`config.mk`:
```
export PLATFORM = sky130hd
export DESIGN_NAME = hazard_scoreboard_flat
export DESIGN_NICKNAME = d
export VERILOG_FILES = /design/src/rtl/hazard_scoreboard_if.sv /design/src/rtl/hazard_scoreboard.sv /design/src/flat_wrapper.sv
export SDC_FILE = /design/constraint.sdc
export NUM_CORES = 1
export LEC_CHECK = 0
export CELL_PAD_IN_SITES_DETAIL_PLACEMENT = 1
export CELL_PAD_IN_SITES_GLOBAL_PLACEMENT = 1
export CORE_UTILIZATION = 52
export CTS_CLUSTER_DIAMETER = 60
export DETAILED_ROUTE_END_ITERATION = 10
export PLACE_DENSITY = 0.95
export SLEW_MARGIN = 20
export SYNTH_ARGS = -nofsm -noshare
export SYNTH_HDL_FRONTEND = slang
export SYNTH_SLANG_ARGS = --single-unit
export TNS_END_PERCENT = 20
```
`constraint.sdc`:
```
create_clock -name clk -period 9.8 [get_ports clk]
set_input_delay 1.96 -clock clk [delete_from_list [all_inputs] [get_ports clk]]
set_output_delay 1.96 -clock clk [all_outputs]
set_load 0.05 [all_outputs]
```
`src/rtl/hazard_scoreboard_if.sv`:
```
// ID-stage hazard query bundle: decoded instruction fields in, stall decision
// and stall statistics out.
interface hazard_scoreboard_if #(
  parameter int REG_W  = 5,
  parameter int PERF_W = 32
);
  logic              id_valid;
  logic [REG_W-1:0]  id_rs;
  logic [REG_W-1:0]  id_rt;
  logic              id_use_rs;
  logic              id_use_rt;
  logic [REG_W-1:0]  id_rd;
  logic              id_wr;
  logic [1:0]        id_class;
  logic              stall;
  logic [1:0]        stall_reason;
  logic [PERF_W-1:0] stall_cycles;

  modport master (
    output id_valid, id_rs, id_rt, id_use_rs, id_use_rt, id_rd, id_wr, id_class,
    input  stall, stall_reason, stall_cycles
  );

  modport slave (
    input  id_valid, id_rs, id_rt, id_use_rs, id_use_rt, id_rd, id_wr, id_class,
    output stall, stall_reason, stall_cycles
  );
endinterface

```
`src/rtl/hazard_scoreboard.sv`:
```
// Per-register latency scoreboard for the ID stage: stalls on RAW, WAW and
// MUL/DIV-busy hazards, reports the reason and counts stalled cycles.
module hazard_scoreboard #(
  parameter int REG_W      = 5,
  parameter int LOAD_LAT   = 1,
  parameter int MULDIV_LAT = 4,
  parameter int PERF_W     = 32
) (
  input  logic               clk,
  input  logic               rst_n,
  hazard_scoreboard_if.slave id
);

  localparam int unsigned NREG   = 2 ** REG_W;
  localparam int          MAXLAT = (LOAD_LAT > MULDIV_LAT) ? LOAD_LAT : MULDIV_LAT;
  localparam int          CW     = $clog2(MAXLAT + 1);

  localparam logic [CW-1:0] LOAD_C   = CW'(LOAD_LAT);
  localparam logic [CW-1:0] MULDIV_C = CW'(MULDIV_LAT);

  generate
    if (LOAD_LAT < 1 || MULDIV_LAT < 1) begin : g_bad_latency
      $error("hazard_scoreboard: LOAD_LAT and MULDIV_LAT must both be >= 1");
    end
  endgenerate

  typedef enum logic [1:0] {
    CLS_ALU  = 2'd0,
    CLS_LOAD = 2'd1,
    CLS_MDU  = 2'd2,
    CLS_RSVD = 2'd3
  } cls_e;

  typedef enum logic [1:0] {
    RSN_NONE = 2'd0,
    RSN_RAW  = 2'd1,
    RSN_WAW  = 2'd2,
    RSN_MDU  = 2'd3
  } reason_e;

  logic [CW-1:0]     cnt [NREG];
  logic [CW-1:0]     mdu_cnt;
  logic [PERF_W-1:0] perf_q;

  cls_e          cls;
  reason_e       reason;
  logic [CW-1:0] lat;
  logic          rs_hit;
  logic          rt_hit;
  logic          raw;
  logic          waw;
  logic          mdu;
  logic          stall_w;
  logic          issue;
  logic          set_dst;

  always_comb begin
    cls = cls_e'(id.id_class);
    lat = '0;
    case (cls)
      CLS_LOAD: lat = LOAD_C;
      CLS_MDU:  lat = MULDIV_C;
      default:  lat = '0;
    endcase
  end

  // Register 0 reads are filtered here; its counter is also never set.
  always_comb begin
    rs_hit  = id.id_use_rs && (id.id_rs != '0) && (cnt[id.id_rs] != '0);
    rt_hit  = id.id_use_rt && (id.id_rt != '0) && (cnt[id.id_rt] != '0);
    raw     = id.id_valid && (rs_hit || rt_hit);
    waw     = id.id_valid && id.id_wr && (id.id_rd != '0) && (cnt[id.id_rd] > lat);
    mdu     = id.id_valid && (cls == CLS_MDU) && (mdu_cnt != '0);
    stall_w = raw || waw || mdu;
    issue   = id.id_valid && !stall_w;
    set_dst = issue && id.id_wr && (id.id_rd != '0);
  end

  always_comb begin
    reason = RSN_NONE;
    if (raw)      reason = RSN_RAW;
    else if (waw) reason = RSN_WAW;
    else if (mdu) reason = RSN_MDU;
  end

  assign id.stall        = stall_w;
  assign id.stall_reason = reason;
  assign id.stall_cycles = perf_q;

  // Loading lat also covers the ALU case: lat=0 clears the entry on issue.
  always_ff @(posedge clk or negedge rst_n) begin
    if (!rst_n) begin
      for (int unsigned r = 0; r < NREG; r++) begin
        cnt[r[REG_W-1:0]] <= '0;
      end
    end else begin
      for (int unsigned r = 1; r < NREG; r++) begin
        if (cnt[r[REG_W-1:0]] != '0) begin
          cnt[r[REG_W-1:0]] <= cnt[r[REG_W-1:0]] - CW'(1);
        end
      end
      if (set_dst) begin
        cnt[id.id_rd] <= lat;
      end
    end
  end

  always_ff @(posedge clk or negedge rst_n) begin
    if (!rst_n) begin
      mdu_cnt <= '0;
    end else if (issue && (cls == CLS_MDU)) begin
      mdu_cnt <= MULDIV_C;
    end else if (mdu_cnt != '0) begin
      mdu_cnt <= mdu_cnt - CW'(1);
    end
  end

  always_ff @(posedge clk or negedge rst_n) begin
    if (!rst_n) begin
      perf_q <= '0;
    end else if (stall_w) begin
      perf_q <= perf_q + PERF_W'(1);
    end
  end

  a_reg0_untracked: assert property (@(posedge clk) cnt[0] == '0);

  a_issue_not_older: assert property (@(posedge clk) disable iff (!rst_n)
    set_dst |-> (cnt[id.id_rd] <= lat));

  a_stall_has_reason: assert property (@(posedge clk) disable iff (!rst_n)
    stall_w |-> (reason != RSN_NONE));

endmodule

```
`src/flat_wrapper.sv`:
```
// flat-port wrapper written by rule: the top's interface ports become plain ports
module hazard_scoreboard_flat 
#(
  parameter int REG_W      = 5,
  parameter int LOAD_LAT   = 1,
  parameter int MULDIV_LAT = 4,
  parameter int PERF_W     = 32
)
  (clk, rst_n, id_id_valid, id_id_rs, id_id_rt, id_id_use_rs, id_id_use_rt, id_id_rd, id_id_wr, id_id_class, id_stall, id_stall_reason, id_stall_cycles);
  hazard_scoreboard_if #(.REG_W(REG_W), .PERF_W(PERF_W)) id_i ();
  input  logic clk;
  input  logic rst_n;
  input wire logic [$bits(id_i.id_valid)-1:0] id_id_valid;
  input wire logic [$bits(id_i.id_rs)-1:0] id_id_rs;
  input wire logic [$bits(id_i.id_rt)-1:0] id_id_rt;
  input wire logic [$bits(id_i.id_use_rs)-1:0] id_id_use_rs;
  input wire logic [$bits(id_i.id_use_rt)-1:0] id_id_use_rt;
  input wire logic [$bits(id_i.id_rd)-1:0] id_id_rd;
  input wire logic [$bits(id_i.id_wr)-1:0] id_id_wr;
  input wire logic [$bits(id_i.id_class)-1:0] id_id_class;
  output wire logic [$bits(id_i.stall)-1:0] id_stall;
  output wire logic [$bits(id_i.stall_reason)-1:0] id_stall_reason;
  output wire logic [$bits(id_i.stall_cycles)-1:0] id_stall_cycles;
  assign id_i.id_valid = id_id_valid;
  assign id_i.id_rs = id_id_rs;
  assign id_i.id_rt = id_id_rt;
  assign id_i.id_use_rs = id_id_use_rs;
  assign id_i.id_use_rt = id_id_use_rt;
  assign id_i.id_rd = id_id_rd;
  assign id_i.id_wr = id_id_wr;
  assign id_i.id_class = id_id_class;
  assign id_stall = id_i.stall;
  assign id_stall_reason = id_i.stall_reason;
  assign id_stall_cycles = id_i.stall_cycles;
  hazard_scoreboard #(.REG_W(REG_W), .LOAD_LAT(LOAD_LAT), .MULDIV_LAT(MULDIV_LAT), .PERF_W(PERF_W)) u_core (.clk(clk), .rst_n(rst_n), .id(id_i));
endmodule
```
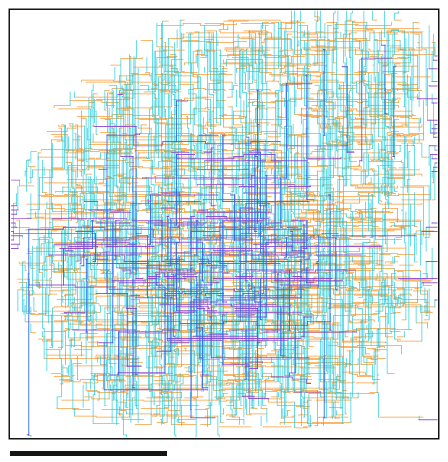
**Above:** run 1 (signal wires by layer).
Scale bar: 50 um.
purple -> metal 3  # wire length 2610 um
orange -> metal 1  # wire length 11100 um
cyan -> metal 2  # wire length 15200 um
blue -> metal 4  # wire length 1890 um
aggregate global-route resource usage: 0.357
total wire length: 30.8 mm
Vias: 7857
detail-routed net length per standard cell: 25.4 um

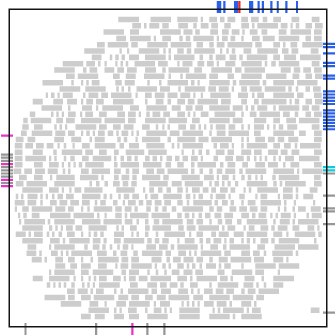
**Above:** run 1 (pin map).
Pins as bars across the die edge, other pins in grey.
magenta -> id_id_rt  # pins 5, direction input, edge 4 left, 1 bottom
cyan -> id_stall_reason  # pins 2, direction output, edge right
red -> id_stall  # pins 1, direction output, edge top
blue -> id_stall_cycles  # pins 32, direction output, edge 19 right, 13 top
all pins by edge = 27 right, 14 top, 12 left, 5 bottom

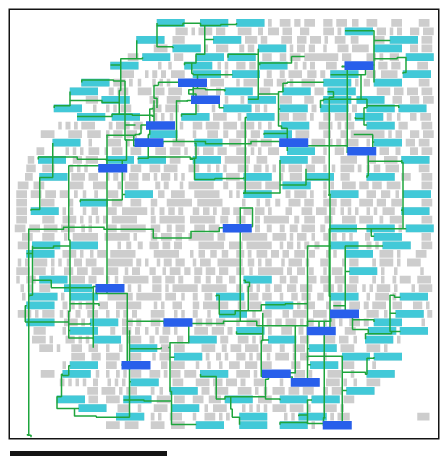
**Above:** run 1 (clock wires, drivers and flops).
Scale bar: 50 um.
cyan -> flip-flops  # count 130
blue -> clock drivers  # count 17
green -> clock wires  # length 2220 um
flops lie = widely spread
routed clock nets = 18
power consumed by the clock network: 0.682 mW
part of the power in the clock network: 0.227
Worst-Skew Late Latency: 0.46 ns

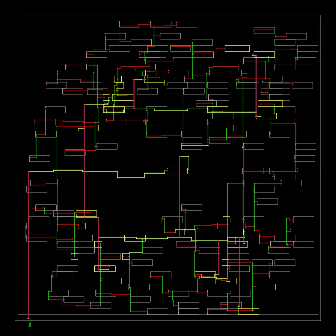
**Above:** run 1 (clock routing).
clock buffers created by TritonCTS: 17
count of clock tree sinks: 130

==> impl_metrics.csv, run 1 <==
group,metric,value,unit
finish,finish.net_count,1095,
finish,area_growth,14.4,%
global_routing,globalRouteMet2Util,0.595,
critical_path,critical_setup_path_class,"primary input to output pin",
critical_path,cp_common_cell,"sky130_fd_sc_hd__clkdlybuf4s50_1",
clocking,cts_hold_repair.buffers,0,
yosys,yosys.cell_count.top_type,"sky130_fd_sc_hd__inv_1",
yosys,ys_top_cells_by_area,"sky130_fd_sc_hd__dfrtp_1 (35%), sky130_fd_sc_hd__ha_1 (13%), sky130_fd_sc_hd__mux4_2 (7.2%)",
die,die_width,136,um
finish,mostFrequentLayoutCell,"sky130_fd_sc_hd__inv_1",
timing,worst_slew_pin_slew,1.06,ns
die,coreArea,0.0174,mm^2
timing,unrepaired_setup_endpoints_after_global_routing,"false",
yosys,fp_nets,1048,
die,vert_die_dim,136,um
yosys,most_numerous_cell_types_in_the_synthesized_netlist,"sky130_fd_sc_hd__inv_1 (137), sky130_fd_sc_hd__dfrtp_1 (130), sky130_fd_sc_hd__ha_1 (98)",
pwr,total_power,3.01,mW
yosys,numSynthFlops,130,
critical_path,critical-path-slowest-cell,"sky130_fd_sc_hd__clkdlybuf4s50_1",
min_path,worst_min_delay_path_class,"register to register",
critical_path,crit_path_start_kind,"primary input",
yosys,top_area_frac,0.348,
outcome,status,"finished, final reports clean",
global_routing,first_global_vias,8883,
die,num_rows,48,
timing,maxSlewHeadroom,0.293,
placement,port_buffers,57,
critical_path,path_delay_family,"buffers and inverters",
timing,skew_final,0.0142,ns
global_routing,use_met1,0.403,
finish,postLayoutCellArea,0.0107,mm^2
critical_path,critPathBufInv,4,
global_routing,globalRouteMet3Util,0.0955,
yosys,synth-edff-count,0,
global_routing,grt_first_pass_wirelength,49.2,mm
global_routing,grt_antenna_before_repair,0,
finish,most-common-layout-cells,"sky130_fd_sc_hd__inv_1 (137), sky130_fd_sc_hd__dfrtp_1 (130), sky130_fd_sc_hd__ha_1 (98)",
placement,detailedPlacementHpwl,20.9,mm
timing,totalNegativeSetupSlack,0,ns
clocking,cts.repair_timing.setup_buffer_count,0,
flow_run,stage_log_warnings,88,
finish,nFillCells,1894,
timing,maxSlewViolCount,0,
yosys,ff_type,"sky130_fd_sc_hd__dfrtp_1",
critical_path,critical_path_required,7.84,ns
global_routing,grt_start_max_net_pins,78,
clocking,cts_tree,"built",
yosys,synth.cell_area,0.00934,mm^2
yosys,synth.avg_cell_area,10.1,um^2
pwr,power_density,282,mW/mm^2
clocking,htree_num_levels,4,
placement,placed_area,0.0101,mm^2
yosys,ys.warnings.count,0,
die,ios,58,
drt,drtPass1Iterations,5,
critical_path,worstPathCellList,"clkdlybuf4s50_1 -> buf_4 -> mux4_2 -> a32o_1 -> a221oi_1 -> and3_1 -> ha_1 -> nor2b_1 -> a21oi_1 -> nor3_1 -> nand4_1 -> a211oi_2 -> o211a_2 -> inv_1 -> clkdlybuf4s50_1",
flow_run,drv_cap,0,
finish,drive_above_1_share,0.156,
drt,ant_nets,0,
global_routing,gr_overflow_total,0,
drt,number_of_drc_violations_after_detailed_routing_iteration_0,721,
timing,final_min_period_over_clock_period,0.872,
timing,finalSetupViolCount,0,
timing,fin_crit,8.54,ns
timing,holdWs,0.430,ns
die,chipArea,0.0185,mm^2
yosys,asyncSetResetFlopFracSynth,1.00,
yosys,yosysCellCount,927,
yosys,synth.distinct_cells,60,
clocking,clk_path_buf_depth,2,
critical_path,critical_path.max_stage_delay,1.11,ns
yosys,ys_seq_frac,0.348,
critical_path,worstPathArrival,6.58,ns
timing,finalHoldViolCount,0,
clocking,cts.repair.resized,0,
placement,routabilityCongestion,0.886,
yosys,synth_top_cell_by_area,"sky130_fd_sc_hd__dfrtp_1",
die,floorplan.initialDensity,0.536,
yosys,synthCells,927,
clocking,cts-root-buf,"sky130_fd_sc_hd__clkbuf_16",
drt,drt-vias-per-instance,6.48,
timing,fmax,0.117,GHz
==> run 1: layout make-up <==
type	count	area, um^2	share of cell area
repair buffers	64	619	0.0580
multi-input cells	623	5400	0.506
clock inverters	14	164	0.0154
clock buffers	18	439	0.0411
flip-flops and latches	130	3250	0.305
inverters	138	518	0.0485
well taps	225	282	0.0264
==> run 1: metal layers <==
| metal | part of all wire | vias to the layer above |
|---|---|---|
| li1 | - | 3270 |
| met1 | 0.36 | 3888 |
| met2 | 0.49 | 497 |
| met3 | 0.085 | 202 |
| met4 | 0.061 | 0 |
| met5 | 0 | - |
==> run 1: sequential cells by signal, summed over array words and instances (netlist names) <==
name                    count
u_core.id.stall_cycles     32
u_core.cnt                 95
u_core.mdu_cnt              3
==> run 1: report_power, final <==
part	switching, mW	internal, mW
clock network	0.293	0.389
registers	0.262	0.713
logic	0.801	0.547
==> run 1: logic make-up after synthesis <==
family	after synthesis	synth area share
compound gates	85	0.0617
xor+xnor	63	0.0591
fa+ha+maj	98	0.131
flops	130	0.348
buf+inv	174	0.0732
simple gates	273	0.170
mux	104	0.157
==> run 1: worst paths after layout <==
path,start,endpoint,slack [ns],depth (start not counted)
hold / removal,u_core.cnt[95],u_core.cnt[95],0.43,0
hold reg to reg,u_core.cnt[95],u_core.cnt[95],0.43,0
max in group asynchronous,rst_n,u_core.cnt[65],6.96,2
setup / recovery,id_id_rd[1],id_stall,1.26,15
setup reg to reg,u_core.cnt[59],u_core.cnt[8],4.94,13
min in group asynchronous,rst_n,u_core.cnt[81],1.47,1
==> run 1: through the flow <==
stage | cells | worst slack [ns] | util
after floorplan | 927 | 2.56 | -
after CTS | 1212 | 1.39 | 0.613
final | 1212 | 1.26 | 0.613
after global routing | 1212 | 1.09 | 0.613
after global placement | 1180 | 1.66 | 0.578
after detailed placement | 1180 | 1.46 | 0.578
## Run 2: what changed since run 1
Settings changed: CORE_UTILIZATION 52 to 55, DONT_BUFFER_PORTS set to 1.
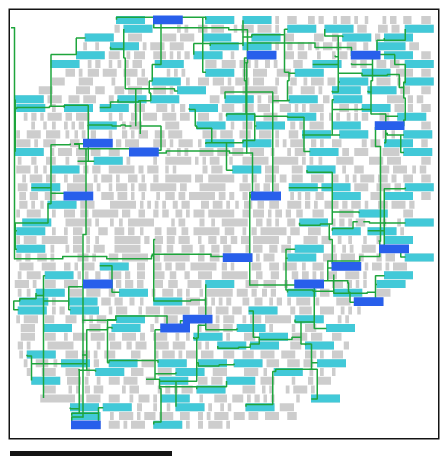
**Above:** run 2 (clock wires, drivers and flops).
Scale bar: 50 um.
green -> clock wires  # length 2150 um
cyan -> flip-flops  # count 130
blue -> clock drivers  # count 17
flops lie = widely spread
routed clock nets = 18
part of the power in the clock network: 0.230
power consumed by the clock network: 0.666 mW
skew final: 0.0167 ns

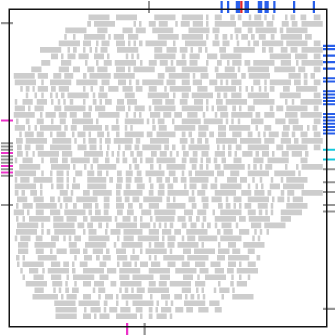
**Above:** run 2 (pin map).
Pins as bars across the die edge, other pins in grey.
magenta -> id_id_rt  # pins 5, direction input, edge 4 left, 1 bottom
blue -> id_stall_cycles  # pins 32, direction output, edge 19 right, 13 top
red -> id_stall  # pins 1, direction output, edge top
cyan -> id_stall_reason  # pins 2, direction output, edge right

==> impl_metrics.csv, run 2 <==
group,metric,value,unit
finish,layout.area.top_class,"combinational gates",
yosys,top_area_frac,0.348,
global_routing,grt_antenna_before_repair,1,
global_routing,grt_start_max_net_pins,131,
die,num_rows,47,
clocking,cts.repair_timing.setup_buffer_count,0,
yosys,ys_seq_frac,0.348,
finish,ff_count,130,
drt,route.final.wire_length,29.7,mm
timing,maxSlewViolCount,0,
clocking,clock_buffers_created_by_tritoncts,17,
drt,num_vias,7532,
critical_path,worst-r2r-cell-count,14,
min_path,min-delay-start,"u_core.cnt[93]",
clocking,clk_path_buf_depth,2,
finish,sequential_cell_area,0.00325,mm^2
drt,ant_nets,0,
die,floorplan.initialDensity,0.563,
timing,unrepaired_setup_endpoints_after_global_routing,"false",
finish,logic_gates,623,
timing,fmax,0.126,GHz
outcome,status,"finished, final reports clean",
timing,worst_slew_pin_slew,1.17,ns
die,coreArea,0.0166,mm^2
finish,area_share_clock_buf_inv,0.0589,
min_path,worst_hold_path.num_cells,0,
finish,nFillCells,1802,
pwr,total_power,2.90,mW
yosys,synth.logic.top_family,"simple AND/OR/NAND/NOR gates",
finish,inverters_excl_clock,138,
finish,logic_area,0.00540,mm^2
yosys,synth.avg_cell_area,10.1,um^2
finish,non_clock_buffer_area_fraction,0.00224,
yosys,numSynthFlops,130,
timing,fin_crit,7.93,ns
yosys,synth-edff-count,0,
timing,finalHoldViolCount,0,
die,ios,58,
timing,totalNegativeSetupSlack,0,ns
drt,number_of_drc_violations_after_detailed_routing_iteration_0,689,
critical_path,critical_path.endpoint,"id_stall",
finish,mostFrequentLayoutCell,"sky130_fd_sc_hd__inv_1",
finish,most-common-layout-cells,"sky130_fd_sc_hd__inv_1 (137), sky130_fd_sc_hd__dfrtp_1 (130), sky130_fd_sc_hd__ha_1 (98)",
flow_run,drv_cap,0,
finish,largest_register,"u_core.cnt",
die,floorplan.tapcells,220,
flow_run,stage_log_warnings,90,
yosys,synth_top_cell_by_area,"sky130_fd_sc_hd__dfrtp_1",
critical_path,cp-startpoint,"id_id_rd[0]",
timing,final_min_period_over_clock_period,0.809,
critical_path,crit-reg2reg-launch,"u_core.cnt[48]",
yosys,post_synth_mux_area_share,0.157,
min_path,holdPathEnd,"u_core.cnt[93]",
clocking,cts_tree,"built",
yosys,synth.cell_area,0.00934,mm^2
clocking,cts_num_sinks,130,
placement,routabilityCongestion,0.955,
timing,maxSlewHeadroom,0.225,
yosys,synth.cellmix.compoundShare,0.0617,
finish,area_growth,7.80,%
drt,route.detailed.wl_per_inst,25.9,um
min_path,worst_min_delay_path_class,"register to register",
finish,seq_area_frac,0.323,
==> run 2: cells by family (layout without fill, tap and decap cells) <==
| group | Yosys count | after routing |
|---|---|---|
| simple gates | 273 | 273 |
| xor+xnor | 63 | 63 |
| compound gates | 85 | 85 |
| buf+inv | 174 | 173 |
| flops | 130 | 130 |
| fa+ha+maj | 98 | 98 |
| mux | 104 | 104 |
==> run 2: critical path, stage by stage <==
cell,delay (ns)
sky130_fd_sc_hd__mux4_2,0.50
sky130_fd_sc_hd__a32o_1,0.28
sky130_fd_sc_hd__a221oi_1,0.26
sky130_fd_sc_hd__and3_1,0.24
sky130_fd_sc_hd__ha_1,0.17
sky130_fd_sc_hd__nor2b_1,0.17
sky130_fd_sc_hd__a21oi_1,0.07
sky130_fd_sc_hd__nor3_1,0.32
sky130_fd_sc_hd__nand4_1,0.22
sky130_fd_sc_hd__a211oi_2,0.43
sky130_fd_sc_hd__o211a_2,0.84
sky130_fd_sc_hd__inv_1,0.47
==> run 2: metrics by stage <==
stage | setup slack [ns] | instances | hold slack, ns | area (um^2)
after floorplan | 2.56 | 927 | 0.446 | 9340
after global placement | 2.59 | 1114 | 0.394 | 9470
after detailed placement | 2.31 | 1114 | 0.395 | 9470
after CTS | 1.96 | 1146 | 0.424 | 10100
after global routing | 1.75 | 1146 | 0.432 | 10100
final | 1.87 | 1146 | 0.436 | 10100
==> run 2: layer usage <==
metal  wire (um)  vias up  part of all wire  GRT usage
li1            -     3141                 -          -
met1       10900     3826              0.37      0.400
met2       14500      425              0.49      0.607
met3        2810      138             0.094      0.120
met4        1450        2             0.049      0.193
met5          10        -           0.00034          0
==> run 2: power breakdown <==
part | switching, mW | leakage [nW] | internal [mW]
clock | 0.281 | 0.279 | 0.385
sequential | 0.346 | 1.64 | 0.712
combinational | 0.677 | 2.64 | 0.499
## Run 3: what changed since run 2
Settings changed: CORE_UTILIZATION 55 to 46, PLACE_DENSITY 0.95 to 0.86.
Clock period 9.8 ns to 6.35 ns, I/O delays scaled along.
==> impl_metrics.csv, run 3 <==
group,metric,value,unit
clocking,cts_num_sinks,130,
min_path,worst_hold_path.num_cells,0,
finish,area_growth,8.73,%
pwr,sequentialPowerShare,0.371,
timing,totalNegativeSetupSlack,0,ns
die,floorplan.initialDensity,0.475,
yosys,synth.distinct_cells,60,
drt,wirelength_met1,10.8,mm
finish,flip_flop_count_of_the_largest_register_all_copies_and_words_added,95,
timing,finalHoldViolCount,0,
yosys,ff_type,"sky130_fd_sc_hd__dfrtp_1",
drt,route.detailed.wl_per_inst,22.0,um
outcome,status,"finished, final reports clean",
clocking,cts.repair.resized,0,
clocking,cts_hold_repair.buffers,0,
finish,mostFrequentLayoutCell,"sky130_fd_sc_hd__inv_1",
clocking,clock_buffers_created_by_tritoncts,17,
timing,holdWs,0.440,ns
pwr,power_density,424,mW/mm^2
timing,fin_crit,5.55,ns
pwr,p_clk_frac,0.227,
critical_path,crit_path_start_kind,"primary input",
drt,wl_met3,2.10,mm
finish,most-common-layout-cells,"sky130_fd_sc_hd__inv_1 (137), sky130_fd_sc_hd__dfrtp_1 (130), sky130_fd_sc_hd__ha_1 (98)",
min_path,worst_min_delay_path_class,"register to register",
yosys,ys.warnings.count,0,
yosys,synthCells,927,
drt,drt-vias-per-instance,6.00,
timing,finalSetupViolCount,0,
die,num_rows,51,
die,die_width,144,um
yosys,numSynthFlops,130,
yosys,synth.cell_area,0.00934,mm^2
die,chipArea,0.0209,mm^2
die,vert_die_dim,144,um
clocking,htree_num_levels,4,
yosys,yosysChipArea,0.00934,mm^2
yosys,synth_top_cell_by_area,"sky130_fd_sc_hd__dfrtp_1",
global_routing,first_global_vias,7742,
drt,ant_nets,0,
timing,unrepaired_setup_endpoints_after_global_routing,"false",
pwr,cellInternalPower,2.40,mW
clocking,cts-root-buf,"sky130_fd_sc_hd__clkbuf_16",
critical_path,critical_path_depth,13,
pwr,switching_power,1.91,mW
die,coreArea,0.0197,mm^2
finish,drive_above_1_share,0.163,
yosys,ys_seq_frac,0.348,
pwr,pg_seq,1.60,mW
placement,routabilityCongestion,0.910,
clocking,clk_path_buf_depth,2,
timing,worst_slew_pin_slew,1.03,ns
flow_run,stage_log_warnings,91,
timing,maxSlewHeadroom,0.312,
yosys,most_numerous_cell_types_in_the_synthesized_netlist,"sky130_fd_sc_hd__inv_1 (137), sky130_fd_sc_hd__dfrtp_1 (130), sky130_fd_sc_hd__ha_1 (98)",
critical_path,path_delay_family,"AND-OR/OR-AND gates",
timing,fmax,0.180,GHz
critical_path,worst-r2r-cell-count,14,
global_routing,grt_usage,0.272,
pwr,switching_share,0.444,
drt,drtPass1Iterations,5,
placement,port_buffers,0,
placement,detailedPlacementHpwl,18.4,mm
pwr,power.combinational.fraction,0.402,
clocking,clkTransAtPathRegs,0.06,ns
yosys,synth-edff-count,0,
global_routing,grt_start_max_net_pins,131,
flow_run,drv_cap,0,
drt,detailroute.wirelength.met2,12.8,mm
pwr,reported_combinational_group_power,1.73,mW
drt,route.final.wire_length,26.3,mm
drt,highest_layer,"met4",
yosys,fp_nets,1048,
finish,nFillCells,2204,
pwr,cellLeakagePower,4.58,nW
global_routing,gr_overflow_total,0,
critical_path,critPathBufInv,2,
yosys,top_area_frac,0.348,
timing,maxSlewViolCount,0,
global_routing,grt_first_pass_wirelength,42.6,mm
critical_path,worst-path-max-fanout,30,
drt,remaining_drc_errors,0,
timing,final_min_period_over_clock_period,0.875,
critical_path,critical-path-slowest-cell,"sky130_fd_sc_hd__mux4_2",
die,ios,58,
yosys,asyncSetResetFlopFracSynth,1.00,
critical_path,worstPathArrival,4.28,ns
finish,finish.net_count,1038,
finish,logic_area,0.00540,mm^2
pwr,power.ir.vdd_worst,0.214,mV
critical_path,critical_path_required,5.08,ns
critical_path,critical_setup_path_class,"primary input to output pin",
drt,num_vias,7180,
pwr,power_top_consumer,"combinational logic",
finish,largest_register,"u_core.cnt",
yosys,yosysCellCount,927,
critical_path,setup.worst_path.end_class,"output pin",
pwr,power_clock,0.979,mW
yosys,synth.avg_cell_area,10.1,um^2
yosys,ys_top_cells_by_area,"sky130_fd_sc_hd__dfrtp_1 (35%), sky130_fd_sc_hd__ha_1 (13%), sky130_fd_sc_hd__mux4_2 (7.2%)",
critical_path,critical_path.max_stage_delay,0.49,ns
clocking,cts_tree,"built",
finish,sequential_cell_area,0.00325,mm^2
global_routing,grt_antenna_before_repair,1,
clocking,cts.repair_timing.setup_buffer_count,0,
critical_path,worstPathCellList,"mux4_2 -> a32o_1 -> a221oi_1 -> and3_1 -> ha_1 -> nor2b_1 -> a21oi_1 -> nor3_1 -> nand4_1 -> a211oi_2 -> o211a_2 -> inv_1 -> buf_4",
drt,number_of_drc_violations_after_detailed_routing_iteration_0,596,
yosys,yosys.cell_count.top_type,"sky130_fd_sc_hd__inv_1",
run 3: netlist changes by cell type in the layout (fill, tap and decap cells not counted), sizes merged:
cell / delta
clkinvlp: -3
bufinv: -2
clkinv: +3
diode: +1
inv: +4
clkbuf: -2
buf: +4
run 3: logic make-up after synthesis:
logic type                 Yosys count  share of synthesized area
and+or+nand+nor                    273                      0.170
buffers and inverters              174                     0.0732
DFF                                130                      0.348
muxes                              104                      0.157
adders and majority gates           98                      0.131
AOI/OAI and AO/OA                   85                     0.0617
xor gates and xnor gates            63                     0.0591
run 3: area by class of cell:
type	count	share of cell area
Clock buffer	17	0.0419
Sequential cell	130	0.321
Antenna cell	1	0.000247
Inverter	138	0.0510
Timing Repair Buffer	7	0.00518
Clock inverter	15	0.0163
Multi-Input combinational cell	623	0.532
Tap cell	265	0.0327
run 3: stage by stage:
step	instance area (um^2)	utilization	setup WS, ns	total power [mW]	instances
floorplan	9340	-	0.491	2.80	927
global placement	9560	0.486	1.14	3.12	1163
detailed placement	9560	0.486	0.950	3.28	1163
CTS	10100	0.516	0.943	4.32	1195
global route	10100	0.516	0.668	4.62	1195
finish	10100	0.516	0.796	4.31	1196
run 3: metal layers:
layer  vias up  GRT usage
met4         0     0.0958
met1      3639      0.336
met3        71     0.0778
met2       313      0.450
met5         -          0
li1       3157          -
run 3: worst paths after layout:
path | slack, ns | endpoint | startpoint
hold reg to reg | 0.44 | u_core.cnt[93] | u_core.cnt[93]
hold / removal | 0.44 | u_core.cnt[93] | u_core.cnt[93]
setup reg to reg | 1.61 | u_core.cnt[56] | u_core.cnt[48]
setup / recovery | 0.80 | id_stall | id_id_rd[0]
max in group asynchronous | 5.64 | u_core.cnt[55] | rst_n
min in group asynchronous | 0.53 | u_core.cnt[46] | rst_n
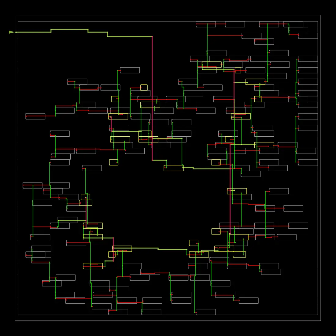
**Above:** run 3 (clock routing).
Worst-Skew Late Latency: 0.43 ns
clkbuf count: 17
skew final: 0.0155 ns

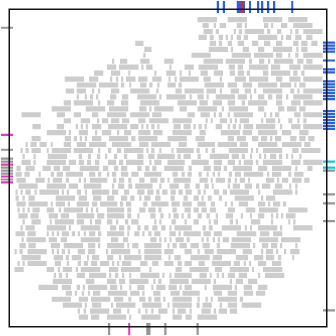
**Above:** run 3 (pin map).
Pins as bars across the die edge, other pins in grey.
blue -> id_stall_cycles  # pins 32, direction output, edge 21 right, 11 top
magenta -> id_id_rt  # pins 5, direction input, edge 4 left, 1 bottom
cyan -> id_stall_reason  # pins 2, direction output, edge right
red -> id_stall  # pins 1, direction output, edge top
all pins by edge = 28 right, 12 left, 12 top, 6 bottom


==> gallery <==
Sequential cells grouped by signal name.
Other cells in grey.
picture 1
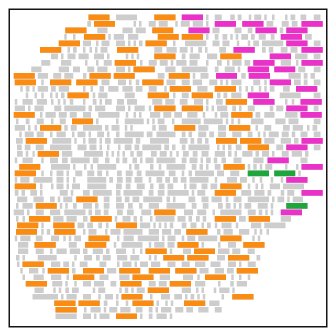
picture 2
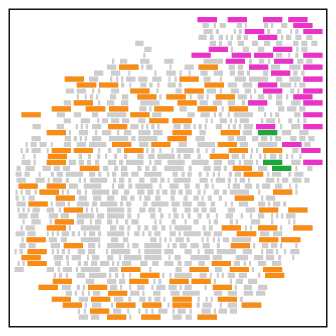
picture 3
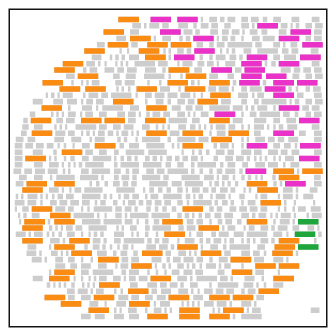
For run 1, see picture 3.
For run 2, see picture 1.
For run 3, see picture 2.

Power figures rest on the tool's default switching activity, not on a simulated workload.
